### Metal layers overlaid, run 1

Scale: 4 px per micron.
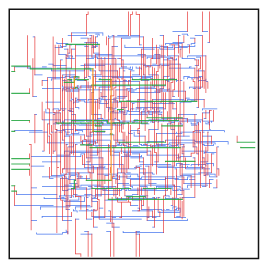
### Routing congestion map, run 1

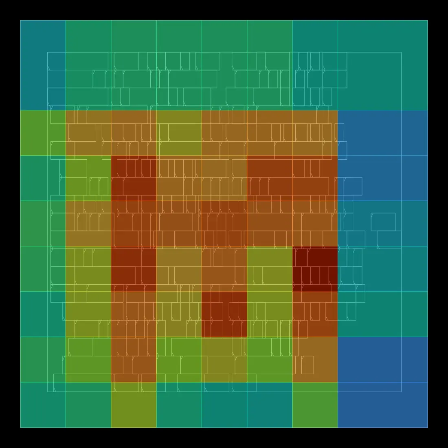
### Met3 routing, run 1

Scale: 4 px per micron.
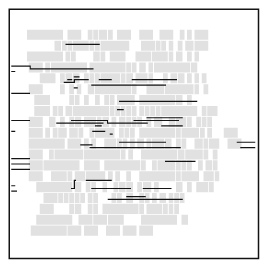
File: src/rtl/counter_pkg.sv
`default_nettype none
// ============================================================================
//  Module      : counter_pkg
//  Description : Shared state encodings for the auto-reset counter family.
//  Revision    : 1.0 - initial release
// ============================================================================
package counter_pkg;

    localparam int c_STATE_W = 2;

    typedef enum logic [c_STATE_W-1:0] {
        ST_IDLE = 2'd0,
        ST_RUN  = 2'd1,
        ST_HOLD = 2'd2
    } state_e;

endpackage : counter_pkg
`default_nettype wire

File: src/rtl/counter_autoreset_param_sat_counter.sv
`default_nettype none
// ============================================================================
//  Module      : sat_counter
//  Description : Saturating up-counter with synchronous clear (clear wins).
//  Revision    : 1.0 - initial release
// ============================================================================
module sat_counter #(
    parameter int WIDTH = 8
) (
    input  logic             clk,
    input  logic             rst,
    input  logic             clr,
    input  logic             inc,
    output logic [WIDTH-1:0] count
);

    localparam logic [WIDTH-1:0] c_ONE = WIDTH'(1);
    localparam logic [WIDTH-1:0] c_MAX = {WIDTH{1'b1}};

    logic [WIDTH-1:0] count_q;
    logic [WIDTH-1:0] count_d;

    always_comb begin
        count_d = count_q;
        if (clr) begin
            count_d = '0;
        end else if (inc && (count_q != c_MAX)) begin
            count_d = count_q + c_ONE;
        end
    end

    always_ff @(posedge clk or posedge rst) begin
        if (rst) begin
            count_q <= '0;
        end else begin
            count_q <= count_d;
        end
    end

    assign count = count_q;

endmodule : sat_counter
`default_nettype wire

File: src/rtl/counter_autoreset_param.sv
`default_nettype none
// ============================================================================
//  Module      : counter_autoreset_param
//  Description : Up/down counter with periodic or one-shot autoreset pulse.
//                Define COUNTER_AUTORESET_WRAP_COUNT_EN to add wrap_count.
//  Revision    : 1.0 - initial release
// ============================================================================
module counter_autoreset_param
    import counter_pkg::*;
#(
    parameter int WIDTH  = 8,
    parameter int WRAP_W = 8
) (
    input  logic              clk,
    input  logic              rst,
    input  logic              en,
    input  logic              start,
    input  logic              stop,
    input  logic [WIDTH-1:0]  limit,
    input  logic              dir,
    input  logic              oneshot,
    output logic [WIDTH-1:0]  value,
    output logic              autoreset,
    output logic              busy,
    output logic              done
`ifdef COUNTER_AUTORESET_WRAP_COUNT_EN
    ,
    output logic [WRAP_W-1:0] wrap_count
`endif
);

    localparam logic [WIDTH-1:0] c_ONE = WIDTH'(1);

    state_e           state_q,     state_d;
    logic [WIDTH-1:0] value_q,     value_d;
    logic [WIDTH-1:0] limit_q,     limit_d;
    logic             dir_q,       dir_d;
    logic             oneshot_q,   oneshot_d;
    logic             autoreset_q, autoreset_d;

    logic [WIDTH-1:0] term;
    logic [WIDTH-1:0] reload;

    assign term   = dir_q ? '0 : limit_q;
    assign reload = dir_q ? limit_q : '0;

    always_comb begin
        state_d     = state_q;
        value_d     = value_q;
        limit_d     = limit_q;
        dir_d       = dir_q;
        oneshot_d   = oneshot_q;
        autoreset_d = 1'b0;

        if (stop) begin
            state_d = ST_IDLE;
            value_d = '0;
        end else if (start) begin
            // Restart from any state discards the running count.
            limit_d   = limit;
            dir_d     = dir;
            oneshot_d = oneshot;
            value_d   = dir ? limit : '0;
            state_d   = ST_RUN;
        end else begin
            case (state_q)
                ST_IDLE: begin
                    value_d = '0;
                end
                ST_RUN: begin
                    if (en) begin
                        if (value_q == term) begin
                            value_d     = reload;
                            autoreset_d = 1'b1;
                            if (oneshot_q) begin
                                state_d = ST_HOLD;
                            end
                        end else if (dir_q) begin
                            value_d = value_q - c_ONE;
                        end else begin
                            value_d = value_q + c_ONE;
                        end
                    end
                end
                ST_HOLD: begin
                    value_d = value_q;
                end
                default: begin
                    // Illegal encoding falls back to a clean idle.
                    state_d = ST_IDLE;
                    value_d = '0;
                end
            endcase
        end
    end

    always_ff @(posedge clk or posedge rst) begin
        if (rst) begin
            state_q     <= ST_IDLE;
            value_q     <= '0;
            limit_q     <= '0;
            dir_q       <= 1'b0;
            oneshot_q   <= 1'b0;
            autoreset_q <= 1'b0;
        end else begin
            state_q     <= state_d;
            value_q     <= value_d;
            limit_q     <= limit_d;
            dir_q       <= dir_d;
            oneshot_q   <= oneshot_d;
            autoreset_q <= autoreset_d;
        end
    end

    assign value     = value_q;
    assign autoreset = autoreset_q;
    assign busy      = (state_q == ST_RUN);
    assign done      = (state_q == ST_HOLD);

`ifdef COUNTER_AUTORESET_WRAP_COUNT_EN
    sat_counter #(
        .WIDTH (WRAP_W)
    ) u_wrap_count (
        .clk   (clk),
        .rst   (rst),
        .clr   (start | stop),
        .inc   (autoreset_d),
        .count (wrap_count)
    );
`else
    logic unused_wrap_w;
    assign unused_wrap_w = ^WRAP_W;
`endif

endmodule : counter_autoreset_param
`default_nettype wire

File: config.mk
export PLATFORM = sky130hd
export DESIGN_NAME = counter_autoreset_param
export DESIGN_NICKNAME = d
export VERILOG_FILES = /design/src/rtl/counter_pkg.sv /design/src/rtl/counter_autoreset_param_sat_counter.sv /design/src/rtl/counter_autoreset_param.sv
export SDC_FILE = /design/constraint.sdc
export NUM_CORES = 1
export LEC_CHECK = 0
export ABC_AREA = 1
export CAP_MARGIN = 10
export CORE_MARGIN = 4
export CORE_UTILIZATION = 55
export CTS_BUF_LIST = sky130_fd_sc_hd__clkbuf_8
export DETAILED_ROUTE_END_ITERATION = 12
export PLACE_DENSITY = 0.91
export SLEW_MARGIN = 20
export SYNTH_ARGS = -nofsm -noshare
export SYNTH_HDL_FRONTEND = slang
export SYNTH_HIERARCHICAL = 1
export SYNTH_SLANG_ARGS = --single-unit
File: constraint.sdc
create_clock -name clk -period 3.6 [get_ports clk]
set_input_delay 0.36 -clock clk [delete_from_list [all_inputs] [get_ports clk]]
set_output_delay 0.36 -clock clk [all_outputs]
set_load 0.02 [all_outputs]
==> reports/results.ini, run 1 <==
[floorplanning]
chipArea_sq_um = 3839
die_height_microns = 61.96
ios = 26
core_util_floorplan_pct = 57.58
chipWidth_microns = 61.96
core_sq_um = 2781

[critical_path]
r2r_cells = 12
slowest_delay_ps = 790
crit_end = value[3]$_DFFE_PP0P_
r2r_end = value[3]$_DFFE_PP0P_
crit_family = simple AND/OR/NAND/NOR gates
worstSetupEndpointType = flop
cp.depth = 12
required_ps = 3800
path_cells = inv_2 > nand2_1 > nand2_1 > nand2_1 > nand2_2 > nor2_8 > nand2_4 > nand2_1 > nand3_1 > nand2_1 > nand2_1 > nand2_1
cp.arrival_ps = 2460
cpMostUsedCell = nand2_1
critPathSlowestCell = dfrtp_1
r2r-start = dir_q$_DFFE_PP0P_
cp_num_buf_inv = 1

[sta]
drv_slew = 0
rsz0062_at_grt = no
fin_ws_ps = 1337
setup_viol_count_final = 0
fmax_mhz = 441.9
slew_headroom_pct = 46.09
period_minus_slack_ps = 2263
setup_tns_ps = 0
worst_slew_pin_slew_ps = 807.8

[logic_synthesis]
async_flop_share_pct = 100.0
synthTopCellsByCount = 107 x nand2_1, 27 x nand3_1, 21 x dfrtp_1
enable_flop_cells = 0
syn_area_sq_um = 1602
synth.area.top_cells = dfrtp_1 33%, nand2_1 25%, nand3_1 8.4%
ys_seq_share_pct = 32.81
ys_warn_count = 6
synth-area-yosys_sq_um = 1602
synth_top_cell_by_area = dfrtp_1
yosysUniqueCellTypes = 24
synth_top_area_share_pct = 32.81
yosysMostFrequentCell = nand2_1
syn_nets = 250
syn_avg_cell_area_sq_um = 7.024
synth_stat.cells = 228

[power]
seq_power_share_pct = 40.0
comb_cell_power_mw = 0.290
p_clk_mw = 0.151
p_leak_nw = 1.009
power_density_nw_per_um2 = 384.4
p_switching_mw = 0.2827
total_power_mw = 0.7358
pwr-share-comb_pct = 39.4
switching_share_pct = 38.42
internal_power_mw = 0.4531
max-vdd-ir-drop_mv = 0.3354

[finish]
buf_share_pct = 13.07
syn_to_final_growth_pct = 19.53
fin_util_pct = 68.83
diodes = 0
final_cell_area_sq_um = 1914
drive_above_1_share_pct = 10.24
mostFrequentLayoutCells = 107 x nand2_1, 27 x nand3_1, 25 x clkdlybuf4s50_1
clkbuf_count = 3
final-seq-area_sq_um = 525.5
seq_share_pct = 27.45
n_all_buffers = 25
nNonClkInverters = 22
lay_top_count = nand2_1
nFillCells = 238

[global_routing]
antenna_found_initial = 0
grt_max_degree = 22
grt_pass1_vias = 1431
grt_pass1_wl_microns = 6486

[place]
dp_slack_ps = 1417
placed_cell_area_sq_um = 1869
place_inst = 281
port_buffers = 25

[drt]
ant_nets = 0
drt_first_pass_iters = 4
via_per_inst = 5.547
drt-initial-drc-count = 107

[clock_tree]
clk_latency_ps = 260
path_clk_slew_ps = 70
cts_sinks = 21
ctsHoldBuffers = 0
clk_path_buf_depth = 2
cts_buffers = 3
root_buffer = clkbuf_8
ctsResizeCount = 0
cts_tree = yes

[run]
drv_cap = 0

[worst_hold_path]
hold_path_depth = 1

[outcome]
status = finished clean

Back to the opening pictures, 'Metal layers overlaid':
| color | layer | wire length |
|---|---|---|
| blue | metal 1 | 1600 microns |
| green | metal 3 | 278 microns |
| red | metal 2 | 1950 microns |
| orange | metal 4 | 43.5 microns |
DR vias: 1581
routed len/inst: 13.60 microns
total track usage: 22.83%
total routed wirelength: 3877 microns

Back to the opening pictures, 'Routing congestion map':
routing usage on met1: 31.04%
M2 GR Usage: 37.43%

Back to the opening pictures, 'Met3 routing':
share of all routed wire: 7.2%
main direction: horizontal
longest straight run: 22.5 microns

## run 1: per-layer routing
metal | share of wire, % | routed length (microns) | vias to the layer above | global-route usage [%]
met5 | 0 | 0 | - | 0
met1 | 41 | 1604 | 727 | 31.04
li1 | - | - | 777 | -
met4 | 1.1 | 43 | 0 | 8.485
met2 | 50 | 1951 | 70 | 37.43
met3 | 7.2 | 278 | 7 | 2.479
## run 1: logic make-up (layout without fill, tap and decap cells)
group | Yosys count | in the layout | share of synthesized area, %
flip-flops | 21 | 21 | 32.81
AND/OR/NAND/NOR | 157 | 157 | 44.06
adder cells (fa/ha/maj) | 7 | 7 | 5.937
buffers and inverters | 25 | 51 | 6.484
XOR/XNOR | 4 | 4 | 2.188
multiplexers | 10 | 10 | 7.031
AND-OR/OR-AND | 4 | 4 | 1.484
## Run 2: what changed since run 1
==> constraint.sdc (replaced) <==
create_clock -name clk -period 2.3 [get_ports clk]
set_input_delay 0.23 -clock clk [delete_from_list [all_inputs] [get_ports clk]]
set_output_delay 0.23 -clock clk [all_outputs]
set_load 0.02 [all_outputs]
### Routing congestion map, run 2

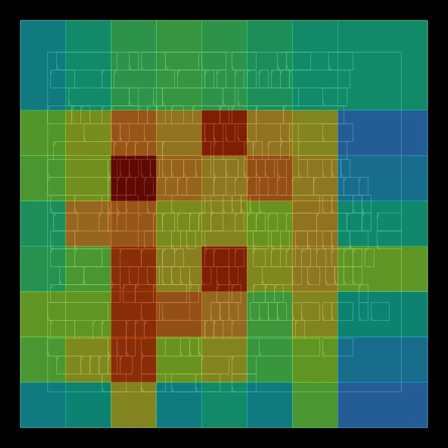
routed len/inst: 13.14 microns
M2 GR Usage: 36.54%

==> reports/results.ini, run 2 <==
[outcome]
status = finished clean

[place]
dp_slack_ps = 143.2
port_buffers = 25
placed_cell_area_sq_um = 1877

[sta]
setup_tns_ps = 0
rsz0062_at_grt = no
setup_viol_count_final = 0
fin_ws_ps = 317.4
slew_headroom_pct = 46.28
worst_slew_pin_slew_ps = 804.9
fmax_mhz = 504.4
period_minus_slack_ps = 1983
drv_slew = 0

[power]
pwr-share-comb_pct = 38.3
internal_power_mw = 0.7122
max-vdd-ir-drop_mv = 0.4914
seq_power_share_pct = 40.0
comb_cell_power_mw = 0.442
p_clk_mw = 0.250
p_switching_mw = 0.4429
switching_share_pct = 38.34
total_power_mw = 1.155
p_leak_nw = 1.012

[critical_path]
path_cells = ha_1 > or2_2 > nand3_1 > nand2_1 > nand2_1 > nand2_1 > nand2_1 > nand3_1 > nand2_1 > nand2_1 > nand2_1
r2r_cells = 11
cp.depth = 11
r2r-start = dir_q$_DFFE_PP0P_
worstSetupEndpointType = flop
required_ps = 2510
cp.arrival_ps = 2190
slowest_delay_ps = 590
crit_end = value[7]$_DFFE_PP0P_
cpMostUsedCell = nand2_1
r2r_end = value[7]$_DFFE_PP0P_
cp_num_buf_inv = 0
crit_family = simple AND/OR/NAND/NOR gates

[global_routing]
use_met1_pct = 28.74
grtUsageTotal_pct = 22.05
grt_pass1_vias = 1461
antenna_found_initial = 0
grt_pass1_wl_microns = 6306

[logic_synthesis]
yosysMostFrequentCell = nand2_1
synth-area-yosys_sq_um = 1602
synth_top_cell_by_area = dfrtp_1
synth_top_area_share_pct = 32.81
syn_avg_cell_area_sq_um = 7.024
ys_seq_share_pct = 32.81
enable_flop_cells = 0
yosysUniqueCellTypes = 24
ys_warn_count = 6
synth.area.top_cells = dfrtp_1 33%, nand2_1 25%, nand3_1 8.4%
synth_stat.cells = 228
syn_nets = 250

[drt]
drt-initial-drc-count = 68
drt_first_pass_iters = 4
ant_nets = 0
wl_met1_microns = 1670
wl_met2_microns = 1875
via_per_inst = 5.224
route.met3.wl_microns = 165

[floorplanning]
core_util_floorplan_pct = 57.58
ios = 26
core_sq_um = 2781
chipWidth_microns = 61.96

[clock_tree]
cts_buffers = 3
root_buffer = clkbuf_8
path_clk_slew_ps = 80
clk_path_buf_depth = 2
ctsHoldBuffers = 0
cts_sinks = 21
cts_tree = yes
ctsResizeCount = 0

[finish]
mostFrequentLayoutCells = 107 x nand2_1, 27 x nand3_1, 25 x clkdlybuf4s50_1
diodes = 0
drive_above_1_share_pct = 11.37
fin_util_pct = 69.19
syn_to_final_growth_pct = 20.16

[run]
drv_cap = 0

### Met3 routing, run 2

Scale: 4 px per micron.
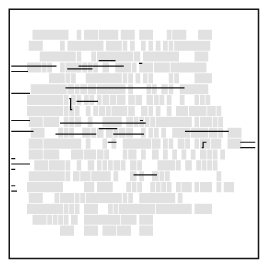
wire length on this layer: 165 microns
nets with wire on the layer: 25
longest straight run: 29.4 microns
main direction: horizontal
DR vias: 1494
total routed wirelength: 3759 microns
global routing usage on met3: 2.686%

==> run 2: cell types whose count changed in the layout (fill, tap and decap cells not counted) <==
cell	change
buf_4	+1
inv_1	-1
clkinv_2	+1
dfrtp_1	-1
dfrtp_2	+1
==> run 2: cells by family (layout without fill, tap and decap cells) <==
family | Yosys count | after routing | share of synthesized area [%]
fa+ha+maj | 7 | 7 | 5.937
buf+inv | 25 | 52 | 6.484
compound gates | 4 | 4 | 1.484
simple gates | 157 | 157 | 44.06
mux | 10 | 10 | 7.031
xor+xnor | 4 | 4 | 2.188
flops | 21 | 21 | 32.81
==> run 2: area by class of cell <==
cell class	instances	area [sq um]
inverter	22	82.58
tap	31	38.79
clock inverter	1	5.005
sequential	21	526.8
timing repair buffer	26	257.7
multi-input combinational	182	972.2
clock buffer	3	41.29
fill	217	857.1
No activity file was given, so power comes from the tool's default toggle rates.
